--- src/rtl/ram_bist_ctrl_if.sv ---
// Controller-to-RAM access port: write enable, address, write data, and registered read data.
// The BIST controller drives the master side; the memory (or its wrapper) is the slave.
interface ram_bist_ctrl_if #(
  parameter int AWID = 8,
  parameter int DWID = 16
);
  logic            ram_we;
  logic [AWID-1:0] ram_addr;
  logic [DWID-1:0] ram_din;
  logic [DWID-1:0] ram_dout;

  modport master (output ram_we, ram_addr, ram_din, input ram_dout);
  modport slave  (input ram_we, ram_addr, ram_din, output ram_dout);
endinterface

--- src/rtl/ram_bist_ctrl.sv ---
// RAM BIST initiator: writes pat(a)=seed+a to every word, reads back, compares; optional RAM_BIST_INVERT_PASS_EN adds a ~pat pass.
// Latency: busy for 2*DEPTH+1 cycles (4*DEPTH+2 with the inverted pass), then a one-cycle done pulse.
// Backpressure: none; the RAM takes one access per cycle and start is ignored unless the controller is idle.
module ram_bist_ctrl #(
  parameter int DEPTH = 256,
  parameter int AWID  = 8,
  parameter int DWID  = 16,
  parameter int ERRW  = 16
) (
  input  logic              clk,
  input  logic              rst_n,
  input  logic              start,
  input  logic [DWID-1:0]   seed,
  output logic              busy,
  output logic              done,
  output logic              pass,
  output logic [ERRW-1:0]   err_cnt,
  output logic [AWID-1:0]   fail_addr,
  ram_bist_ctrl_if.master   ram
);

  typedef enum logic [2:0] {
    S_IDLE,
    S_WRITE,
    S_READ,
    S_DRAIN,
    S_DONE
  } state_t;

  localparam logic [AWID-1:0] LAST_ADDR = AWID'(DEPTH - 1);
  localparam logic [ERRW-1:0] ERR_MAX   = '1;

  state_t          state_q, state_d;
  logic [AWID-1:0] addr_q, addr_d;
  logic [DWID-1:0] seed_q;
  logic            accept;
  logic [DWID-1:0] pat;

  logic            rd_vld_q;
  logic [DWID-1:0] exp_q;
  logic [AWID-1:0] exp_addr_q;
  logic            mism;
  logic [ERRW-1:0] err_q, err_d;
  logic [AWID-1:0] fail_q;
  logic            pass_q;

`ifdef RAM_BIST_INVERT_PASS_EN
  logic inv_q, inv_d;

  always_ff @(posedge clk or negedge rst_n) begin
    if (!rst_n) inv_q <= 1'b0;
    else        inv_q <= inv_d;
  end

  assign pat = inv_q ? ~(seed_q + DWID'(addr_q)) : (seed_q + DWID'(addr_q));
`else
  assign pat = seed_q + DWID'(addr_q);
`endif

  always_ff @(posedge clk or negedge rst_n) begin
    if (!rst_n) begin
      state_q <= S_IDLE;
      addr_q  <= '0;
    end else begin
      state_q <= state_d;
      addr_q  <= addr_d;
    end
  end

  always_comb begin
    state_d = state_q;
    addr_d  = addr_q;
    accept  = 1'b0;
`ifdef RAM_BIST_INVERT_PASS_EN
    inv_d   = inv_q;
`endif
    unique case (state_q)
      S_IDLE: begin
        if (start) begin
          accept  = 1'b1;
          addr_d  = '0;
          state_d = S_WRITE;
`ifdef RAM_BIST_INVERT_PASS_EN
          inv_d   = 1'b0;
`endif
        end
      end
      S_WRITE: begin
        if (addr_q == LAST_ADDR) begin
          addr_d  = '0;
          state_d = S_READ;
        end else begin
          addr_d  = addr_q + AWID'(1);
        end
      end
      S_READ: begin
        // Counter parks at 0 so upper addresses are never presented to the RAM.
        if (addr_q == LAST_ADDR) begin
          addr_d  = '0;
          state_d = S_DRAIN;
        end else begin
          addr_d  = addr_q + AWID'(1);
        end
      end
      S_DRAIN: begin
`ifdef RAM_BIST_INVERT_PASS_EN
        if (!inv_q) begin
          inv_d   = 1'b1;
          state_d = S_WRITE;
        end else begin
          state_d = S_DONE;
        end
`else
        state_d = S_DONE;
`endif
      end
      S_DONE:  state_d = S_IDLE;
      default: state_d = S_IDLE;
    endcase
  end

  // Read data returns one cycle after the address, so expected data and address trail by one stage.
  assign mism  = rd_vld_q && (ram.ram_dout != exp_q);
  assign err_d = (mism && (err_q != ERR_MAX)) ? err_q + ERRW'(1) : err_q;

  always_ff @(posedge clk or negedge rst_n) begin
    if (!rst_n) begin
      seed_q     <= '0;
      rd_vld_q   <= 1'b0;
      exp_q      <= '0;
      exp_addr_q <= '0;
      err_q      <= '0;
      fail_q     <= '0;
      pass_q     <= 1'b0;
    end else begin
      rd_vld_q   <= (state_q == S_READ);
      exp_q      <= pat;
      exp_addr_q <= addr_q;
      if (accept) begin
        seed_q <= seed;
        err_q  <= '0;
        fail_q <= '0;
        pass_q <= 1'b0;
      end else begin
        err_q <= err_d;
        // err_q never returns to zero once counting, so zero marks the first mismatch.
        if (mism && (err_q == '0)) fail_q <= exp_addr_q;
        if ((state_q == S_DRAIN) && (state_d == S_DONE)) pass_q <= (err_d == '0);
      end
    end
  end

  assign busy      = (state_q == S_WRITE) || (state_q == S_READ) || (state_q == S_DRAIN);
  assign done      = (state_q == S_DONE);
  assign pass      = pass_q;
  assign err_cnt   = err_q;
  assign fail_addr = fail_q;

  assign ram.ram_we   = (state_q == S_WRITE);
  assign ram.ram_addr = addr_q;
  assign ram.ram_din  = (state_q == S_WRITE) ? pat : '0;

endmodule
--- src/flat_wrapper.sv ---
// flat-port wrapper written by rule: the top's interface ports become plain ports
module ram_bist_ctrl_flat 
#(
  parameter int DEPTH = 256,
  parameter int AWID  = 8,
  parameter int DWID  = 16,
  parameter int ERRW  = 16
)
  (clk, rst_n, start, seed, busy, done, pass, err_cnt, fail_addr, ram_ram_we, ram_ram_addr, ram_ram_din, ram_ram_dout);
  ram_bist_ctrl_if #(.AWID(AWID), .DWID(DWID)) ram_i ();
  input  logic clk;
  input  logic rst_n;
  input  logic start;
  input  logic [DWID-1:0] seed;
  output logic busy;
  output logic done;
  output logic pass;
  output logic [ERRW-1:0] err_cnt;
  output logic [AWID-1:0] fail_addr;
  output wire logic [$bits(ram_i.ram_we)-1:0] ram_ram_we;
  output wire logic [$bits(ram_i.ram_addr)-1:0] ram_ram_addr;
  output wire logic [$bits(ram_i.ram_din)-1:0] ram_ram_din;
  input wire logic [$bits(ram_i.ram_dout)-1:0] ram_ram_dout;
  assign ram_ram_we = ram_i.ram_we;
  assign ram_ram_addr = ram_i.ram_addr;
  assign ram_ram_din = ram_i.ram_din;
  assign ram_i.ram_dout = ram_ram_dout;
  ram_bist_ctrl #(.DEPTH(DEPTH), .AWID(AWID), .DWID(DWID), .ERRW(ERRW)) u_core (.clk(clk), .rst_n(rst_n), .start(start), .seed(seed), .busy(busy), .done(done), .pass(pass), .err_cnt(err_cnt), .fail_addr(fail_addr), .ram(ram_i));
endmodule
--- config.mk ---
export PLATFORM = sky130hd
export DESIGN_NAME = ram_bist_ctrl_flat
export DESIGN_NICKNAME = d
export VERILOG_FILES = /design/src/rtl/ram_bist_ctrl_if.sv /design/src/rtl/ram_bist_ctrl.sv /design/src/flat_wrapper.sv
export SDC_FILE = /design/constraint.sdc
export NUM_CORES = 1
export LEC_CHECK = 0
export ABC_AREA = 1
export CORE_AREA = 2 2 92 94
export CTS_CLUSTER_DIAMETER = 150
export DETAILED_ROUTE_END_ITERATION = 6
export DIE_AREA = 0 0 94 96
export PLACE_DENSITY = 0.84
export SLEW_MARGIN = 20
export SYNTH_ARGS = -nofsm -noshare
export SYNTH_HDL_FRONTEND = slang
export SYNTH_SLANG_ARGS = --single-unit
--- constraint.sdc ---
create_clock -name clk -period 6.6 [get_ports clk]
set_input_delay 0.99 -clock clk [delete_from_list [all_inputs] [get_ports clk]]
set_output_delay 0.99 -clock clk [all_outputs]
set_load 0.01 [all_outputs]
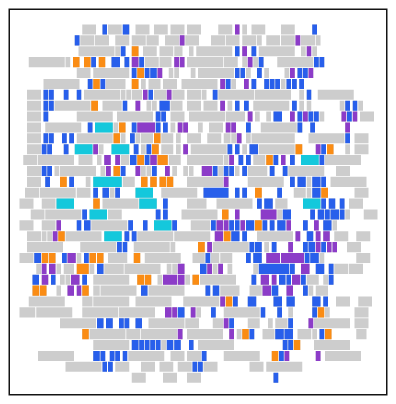
Figure 1: gate families picked out.
(4 px per µm)
adder and majority cells: shown in cyan, cells 12. NAND gates: shown in blue, cells 222, where spread over the die. inverting AOI/OAI gates: shown in orange, cells 50, where spread over the die. NOR gates: shown in purple, cells 91.
post-route non-filler standard cell count: 777
dominant logic cell type in the layout: nand2_1
fraction of area in multi-input gates: 36.5%

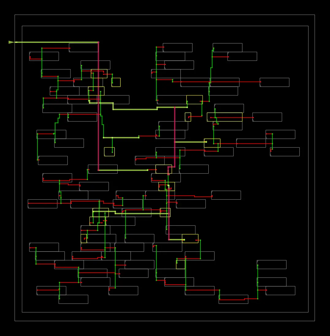
Figure 2: the clock network.
clk sinks: 77
cts bufs inserted: 9
Clk. pwr: 0.360 mW

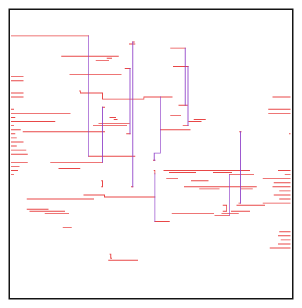
Figure 3: wiring by layer.
(3 px per µm) Only two layers are drawn.
met4: shown in purple, wire length 244 µm. met3: shown in red, wire length 639 µm.
total track usage: 25.8%
Post-Route WL: 10.9 mm

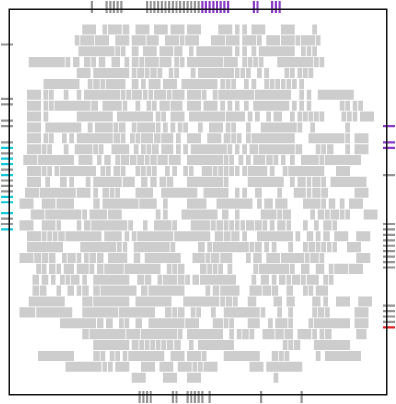
Figure 4: ports around the boundary.
(4 px per µm) Pins as bars across the die edge, other pins in grey.
ram_ram_addr: shown in cyan, pins 8, direction output, edge west. rst_n: shown in red, pins 1, direction input, edge east. ram_ram_dout: shown in purple, pins 16, direction input, edge 13 north, 3 east.
All pins by edge: 34 north, 21 west, 18 east, 14 south.
Chip Width: 94 µm
die height: 96 µm

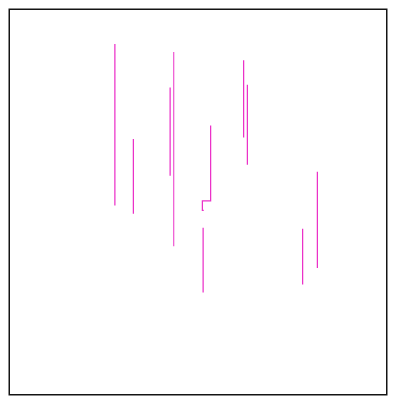
Figure 5: metal 4.
(4 px per µm)
The layer carries 244 µm of wire. 9 nets have wire on it. The layer holds 2.2% of the routed length. The longest straight run is 48.3 µm. The wires run mostly vertical.
Vias: 4,095

==> GITHUB_STEP_SUMMARY <==
### Metrics collected by this job

| Metric | Value |
|---|---|
| Max Freq | `0.237 GHz` |
| Switching pwr | `0.201 mW` |
| Total tool warning count | `27` |
| Routed wire per std cell | `14.0 µm` |
| CP max-delay cell | `clkdlybuf4s50_1` |
| Drt via density | `5.27` |
| WHS | `about 0.47 ns` |
| Post-layout net count | `714` |
| RR Startpoint | `u_core.ram.ram_addr[0]` |
| Mux share | `0%` |
| Comb pwr share | `4.4%` |
| Fin util | `67.9%` |
| Initial antenna violation count | `0` |
| Chip area line of the yosys report | `4350 µm²` |
| PwrDens | `between 150 and 200 nW/µm²` |
| # setup viols final | `0` |
| Buffers plus inverters on the worst setup path | `2` |
| Count of cell types in the netlist | `39` |
| Max FO, Critical Path | `5` |
| Worst reg2reg setup slack | `~4.3 ns` |
| Initial DRC Count | `around 180` |
| CP cell instances | `ha_1, inv_1, fa_1, nor2_1, o21ai_1, nand2_1, a21oi_1, nor4_2, nand3_1, xor2_1, and2_1, clkdlybuf4s50_1` |
| Critical path's top delay family | `simple AND/OR/NAND/NOR gates` |
| Met1 wire length | `4.56 mm` |
| Worst clock skew | `0.00589 ns` |
| Leak | `2.75 nW` |
| Worst slack at placement | `2.75 ns` |
| Port buffer count | `86` |
| Core area | `8050 µm²` |
| Met2 Wirelength | `5.46 mm` |
| Ao+oa area frac | `between 6 and 7%` |
| Largest net degree at the start of global routing | `78` |
| Critical path data required time | `5.61 ns` |
| Fin area | `5470 µm²` |
| Num ports | `a little under 90` |
| Mapped Nets | `629` |
| Max incr delay on CP | `0.53 ns` |
| CP Depth | `12` |
| Hold_buf cts | `0` |
| Worst Slack Setup Final | `2.39 ns` |
| Antenna diodes | `0` |
| Met2 GRT Util | `42.4%` |
| Post-Synth Simple-Gate Area | `31.9%` |
| Switching power share of the total | `23.2%` |
| Die ar. | `9020 µm²` |
| Reg clk slew, reported paths | `roughly 0.09 ns` |
| Synth Instances | `582` |
| Dpl cell area | `5270 µm²` |
| Asr flop ratio synth | `100%` |
| Critical Path AT | `3.22 ns` |
| Max VDD drop | `0.111 mV` |
| Max-cap violations | `0` |
| # DRC | `0` |
| Placed Cells | `761` |
| Row cnt | `33` |
| Hold Crit Start | `u_core.fail_addr[4]` |
| M1 GR Usage | `33.9%` |
| Worst-Margin Slew | `~0.95 ns` |
| Rel. slew slack | `36.5%` |
| Slew Viols, Final | `0` |
| Tmin final | `about 4.2 ns` |
| Flop+latch power | `~0.47 mW` |
| Top layer reached by signal wires | `met4` |
| DR pass1 iterations | `5` |
| Ys Warns | `0` |
| Layout Area Growth over Synthesis | `25.8%` |
| Outcome | `finished clean` |
| Crit. End Element | `output pin` |
| Met3 WL post-DR | `639 µm` |
| RSZ-0062 raised after global routing | `false` |
| Top cells by count | `nand2_1, inv_1, dfrtp_1` |
| Global-route wire length before repair | `between 15 and 20 mm` |
| Busiest grt layer | `met2` |
| Main logic family | `simple AND/OR/NAND/NOR gates` |
| R2R cell count | `10` |
| Number of global-route vias before repair | `4,014` |
placed cells by master, fill, tap and decap left out, types with 2 or more instances in the layout:
cell	count
nand2_1	171
inv_1	88
clkdlybuf4s50_1	85
dfrtp_1	77
nor2_1	66
a21oi_1	27
nand3_1	26
nand4_1	19
o21ai_0	17
xor2_1	17
nor3_1	12
ha_1	11
clkbuf_8	9
inv_2	4
nor4_1	4
o21ai_1	4
xnor2_1	3
nand2_2	3
nor2_2	3
nor3_2	2
clkinv_2	2
clkinvlp_4	2
inv_6	2
buf_4	2
area by class of cell:
cell class              count  area, µm²
flip-flops and latches     77       1930
multi-input cells         399       2000
inverters                  93        352
clock buffers               9        124
fillers                   683       2580
repair buffers             87        866
clock inverters             7       72.6
well taps                 105        131
Power and IR drop assume default switching activity.
